Design hazard_stall_controller_flat, sky130hd; sources not shown.
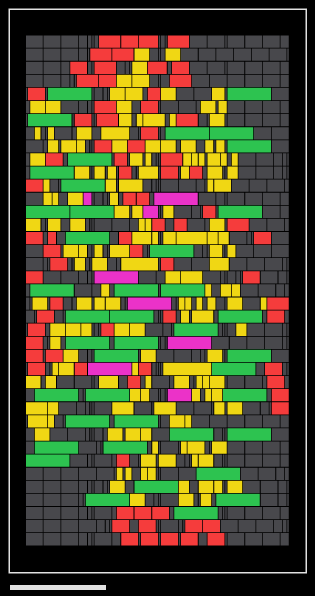
Figure 1: run 1, cell classes on the final placement.
The bar under the picture is 20 microns long. Fill, decap, tap and diode cells in gray.
class	color	cells	share of their area
sequential cells	green	41	33%
clock drivers and dummy loads	magenta	8	4.9%
remaining buffers and delay cells	red	77	24%
combinational and other logic	yellow	161	38%
design area: 3206 sq um
flop share of the area: 32.01%
Rows: 39
final core occ: 55.20%
Core Area: 5807 sq um

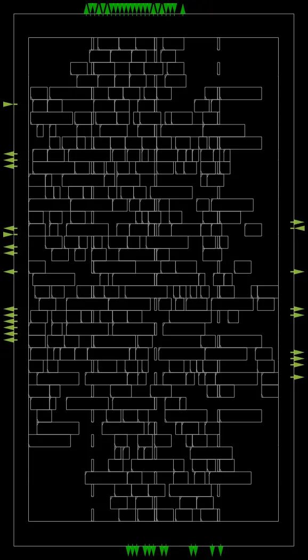
Figure 2: run 1, cell outlines without signal wires.
fin cells: 348
FILL cells: 495
Tapcell Cnt: 61
flop count: 41

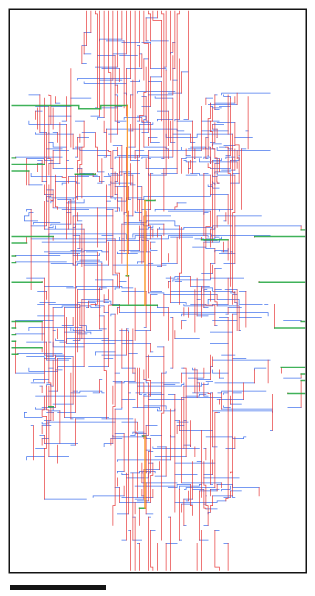
Figure 3: run 1, wiring by layer.
The bar under the picture is 20 microns long.
layer	color	wire length
metal 3	green	131 microns
metal 4	orange	72.1 microns
metal 1	blue	2100 microns
metal 2	red	2960 microns
GRT Util Overall: 15.56%
vias: 1821

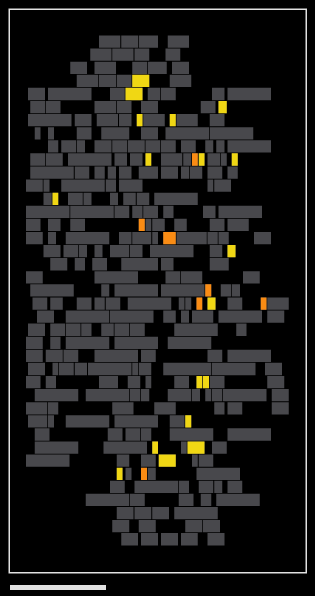
Figure 4: run 1, selected gate families.
The bar under the picture is 20 microns long.
family	color	cells
nor cells	yellow	18
inv cells	orange	7
Comb area share: 36.42%
dominant logic cell type in the layout: clkdlybuf4s50_1

==> impl_metrics.ini, run 1 <==
; physical design summary
[synthesis]
edf_count = 0
synthCells = 208
synth.largest_area_cell = dfrtp_1
synth_seq_share_pct = 46.49
yosysUniqueCellTypes = 41
synth.area.top_cells = dfrtp_1, xor2_1, xnor2_1
yosys.area.top_type_share_pct = 46.49

[status]
outcome = complete, no violations

[floorplan]
dieWidth_microns = 61.37
dieArea_sq_um = 7163
io_pins = 59

[worst_setup_path]
worst-setup-path-type = in2out
rrSetupSlack_ns = 0.61
cp-start-kind = input port
path_buffers = 2
max_stage_delay_ns = 0.41
crit_required_ns = 2.15
crit_chain = clkdlybuf4s50_1 > xor2_1 > nor3_2 > a22oi_2 > nand2b_4 > o31ai_4 > buf_2
critPathMaxFanout = 2
slowest_stage = clkdlybuf4s50_1
worst-path-stages = 7
reg2reg_depth = 10
end_kind = output pin

[drt]
antenna_left = 0
wire_per_inst_microns = 15.13
drt_wl_total_microns = 5265
drc = 0

[final_timing]
slew_viol_final = 0
tightest_slew_ns = 0.5783

[grt]
antenna_found_initial = 0
grt_most_used_layer = met2
grt_max_degree = 42
overflow = 0

[final_layout]
nNetsFinal = 310
logic_area_sq_um = 1167

[placement]
port_buffers = 58
gp_congestion = 0.7348

[cts]
cts.sinks = 41
cts.clk_slew.worst_paths_ns = 0.06
clock.latency.late_pin_ns = 0.28
cts_root_buf = clkbuf_16

[worst_hold_path]
min_delay_path_depth = 1

[job]
drv_cap = 0

[pwr]
powerDensity_nw_per_um2 = 625.8
==> run 1: metal layers <==
layer / wire length, microns / up-vias
met5: 0 / -
met4: 72 / 0
li1: - / 881
met3: 131 / 6
met1: 2102 / 899
met2: 2959 / 35
==> run 1: where the power goes <==
group	leakage [nW]	switching [mW]	internal [mW]
clock	0.0768	0.211	0.331
combinational	0.950	0.265	0.356
sequential	0.533	0.166	0.678
==> run 1: cell usage after synthesis, types with 2 or more instances <==
| master | count |
|---|---|
| a21o_1 | 2 |
| a22o_1 | 6 |
| and3_1 | 9 |
| and4_1 | 7 |
| buf_4 | 3 |
| clkbuf_1 | 2 |
| dfrtp_1 | 41 |
| ha_1 | 4 |
| inv_1 | 6 |
| mux2_2 | 2 |
| nand2_1 | 19 |
| nand2b_1 | 5 |
| nand3_1 | 11 |
| nand4_1 | 6 |
| nor2_1 | 11 |
| nor3_1 | 5 |
| nor3_2 | 2 |
| o21ai_0 | 5 |
| or4_1 | 2 |
| xnor2_1 | 19 |
| xor2_1 | 21 |
==> run 1: kinds of logic (layout without fill, tap and decap cells) <==
group | count (synthesis) | in the layout | share of synthesized area (%)
simple gates | 85 | 85 | 22.17
flops | 41 | 41 | 46.49
xor+xnor | 40 | 40 | 15.87
compound gates | 22 | 22 | 8.674
buf+inv | 13 | 92 | 3.061
fa+ha+maj | 4 | 4 | 2.268
mux | 3 | 3 | 1.474
==> run 1: metrics by stage <==
stage	hold WS, ns	worst slack, ns	total power, mW	cell area [sq um]
2_1_floorplan	0.3798	0.1647	1.154	2211
3_3_place_gp	0.3766	-0.6006	1.445	2969
3_5_place_dp	0.3881	-0.6185	1.472	2969
4_1_cts	0.4004	-0.6287	2.022	3122
5_1_grt	0.4209	-0.03587	2.133	3206
6_report	0.3947	0.02638	2.006	3206
==> run 1: area by class of cell <==
class                   count  share of cell area (%)
clock buffers               6                   4.333
clock inverters             2                  0.4294
inverters                   7                  0.9368
multi-input cells         154                   36.42
flip-flops and latches     41                   32.01
well taps                  61                   2.381
repair buffers             77                   23.50
==> inputs of run 2 (changes only) <==
CAP_MARGIN = 20   (was unset)
clock period = 2.72 ns   (was 3 ns; I/O delays follow)
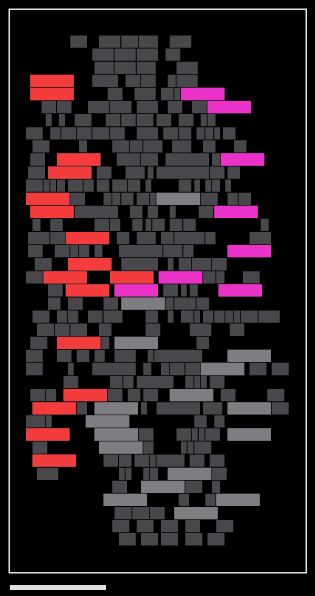
Figure 5: run 2, where the registers sit.
The bar under the picture is 20 microns long. Other sequential cells in the stronger gray, the rest of the logic in the fainter gray.
signal	color	sequential cells
`u_core.bus.stall_cycles`	red	16
`u_core.r_cnt`	magenta	8
P_seq: 0.917 mW
final core occ: 56.69%

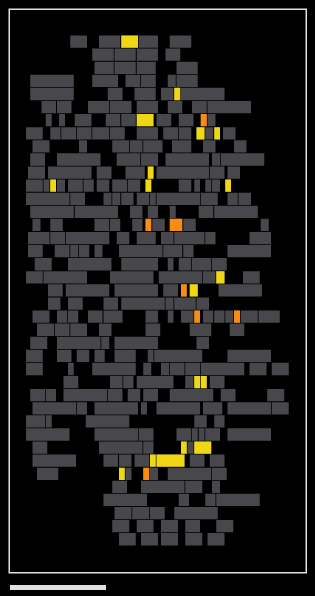
Figure 6: run 2, selected gate families.
The bar under the picture is 20 microns long.
family	color	cells
inv cells	orange	7
nor cells	yellow	18
fin cells: 355
dominant logic cell type in the layout: dfrtp_1
Comb area share: 35.96%

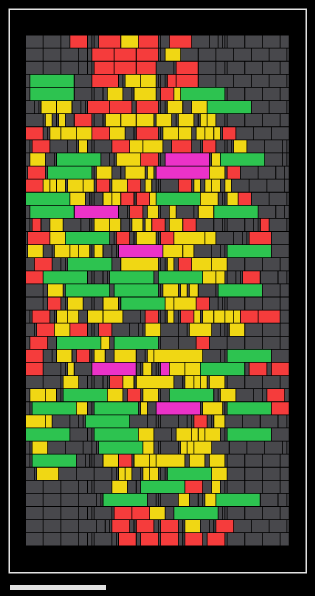
Figure 7: run 2, cell classes on the final placement.
The bar under the picture is 20 microns long. Fill, decap, tap and diode cells in gray.
class	color	cells	share of their area
combinational and other logic	yellow	161	38%
remaining buffers and delay cells	red	85	25%
sequential cells	green	41	32%
clock drivers and dummy loads	magenta	7	5.0%
design area: 3292 sq um
flop share of the area: 31.17%

==> impl_metrics.ini, run 2 <==
; physical design summary
[status]
outcome = complete, no violations

[pwr]
p_sw_share_pct = 30.89
clock_power_share_pct = 27.6
p_switching_mw = 0.7269
p_total_mw = 2.353

[worst_setup_path]
crit_required_ns = 1.94
critPathMaxFanout = 3
end_kind = output pin
worst-setup-path-type = in2out
cp-start-kind = input port

[drt]
antenna_left = 0
dr_wl_met3_microns = 158
wire_per_inst_microns = 15.51
dr_wl_met2_microns = 3166

[synthesis]
synth_seq_share_pct = 46.49
top_cell = dfrtp_1
edf_count = 0

[cts]
cts.clk_slew.worst_paths_ns = 0.06
cts.sinks = 41

[final_timing]
slew_viol_final = 0
setup_ws_ns = 0.05245

[grt]
overflow = 0

[placement]
pre_cts_ws_ns = -0.7490
[run 2: critical path: stages]
cell and delay (ns):
dlymetal6s2s_1 0.17, xor2_1 0.18, nor3_2 0.18, a22oi_2 0.11, nand2b_4 0.17, o31ai_4 0.23
buf_2 0.17
[run 2: metal layers]
metal / vias to the layer above / global-route usage [%]
met4: 0 / 5.807
met1: 917 / 18.29
met5: - / 0
met2: 34 / 28.57
li1: 901 / -
met3: 12 / 2.876
[run 2: power groups by stage]
stage	clock (mW)	sequential, mW	combinational (mW)
after global routing	0.686	0.942	0.867
after global placement	0	0.913	0.751
after detailed placement	0	0.923	0.773
after floorplan	0	0.929	0.345
after CTS	0.663	0.914	0.782
final	0.650	0.917	0.786
[run 2: logic make-up after synthesis]
logic type,after synthesis,synth area share [%]
flops,41,46.49
compound gates,22,8.674
buf+inv,13,3.061
mux,3,1.474
fa+ha+maj,4,2.268
simple gates,85,22.17
xor+xnor,40,15.87
[run 2: final cells by class]
cell class / instances / area (sq um) / share of cell area, %
clock inverter: 2 / 35.03 / 1.064
sequential: 41 / 1026 / 31.17
multi-input combinational: 154 / 1184 / 35.96
timing repair buffer: 85 / 815.8 / 24.78
inverter: 7 / 30.03 / 0.9122
clock buffer: 5 / 125.1 / 3.801
tap: 61 / 76.32 / 2.319
Power is estimated from default activity; no workload was simulated.
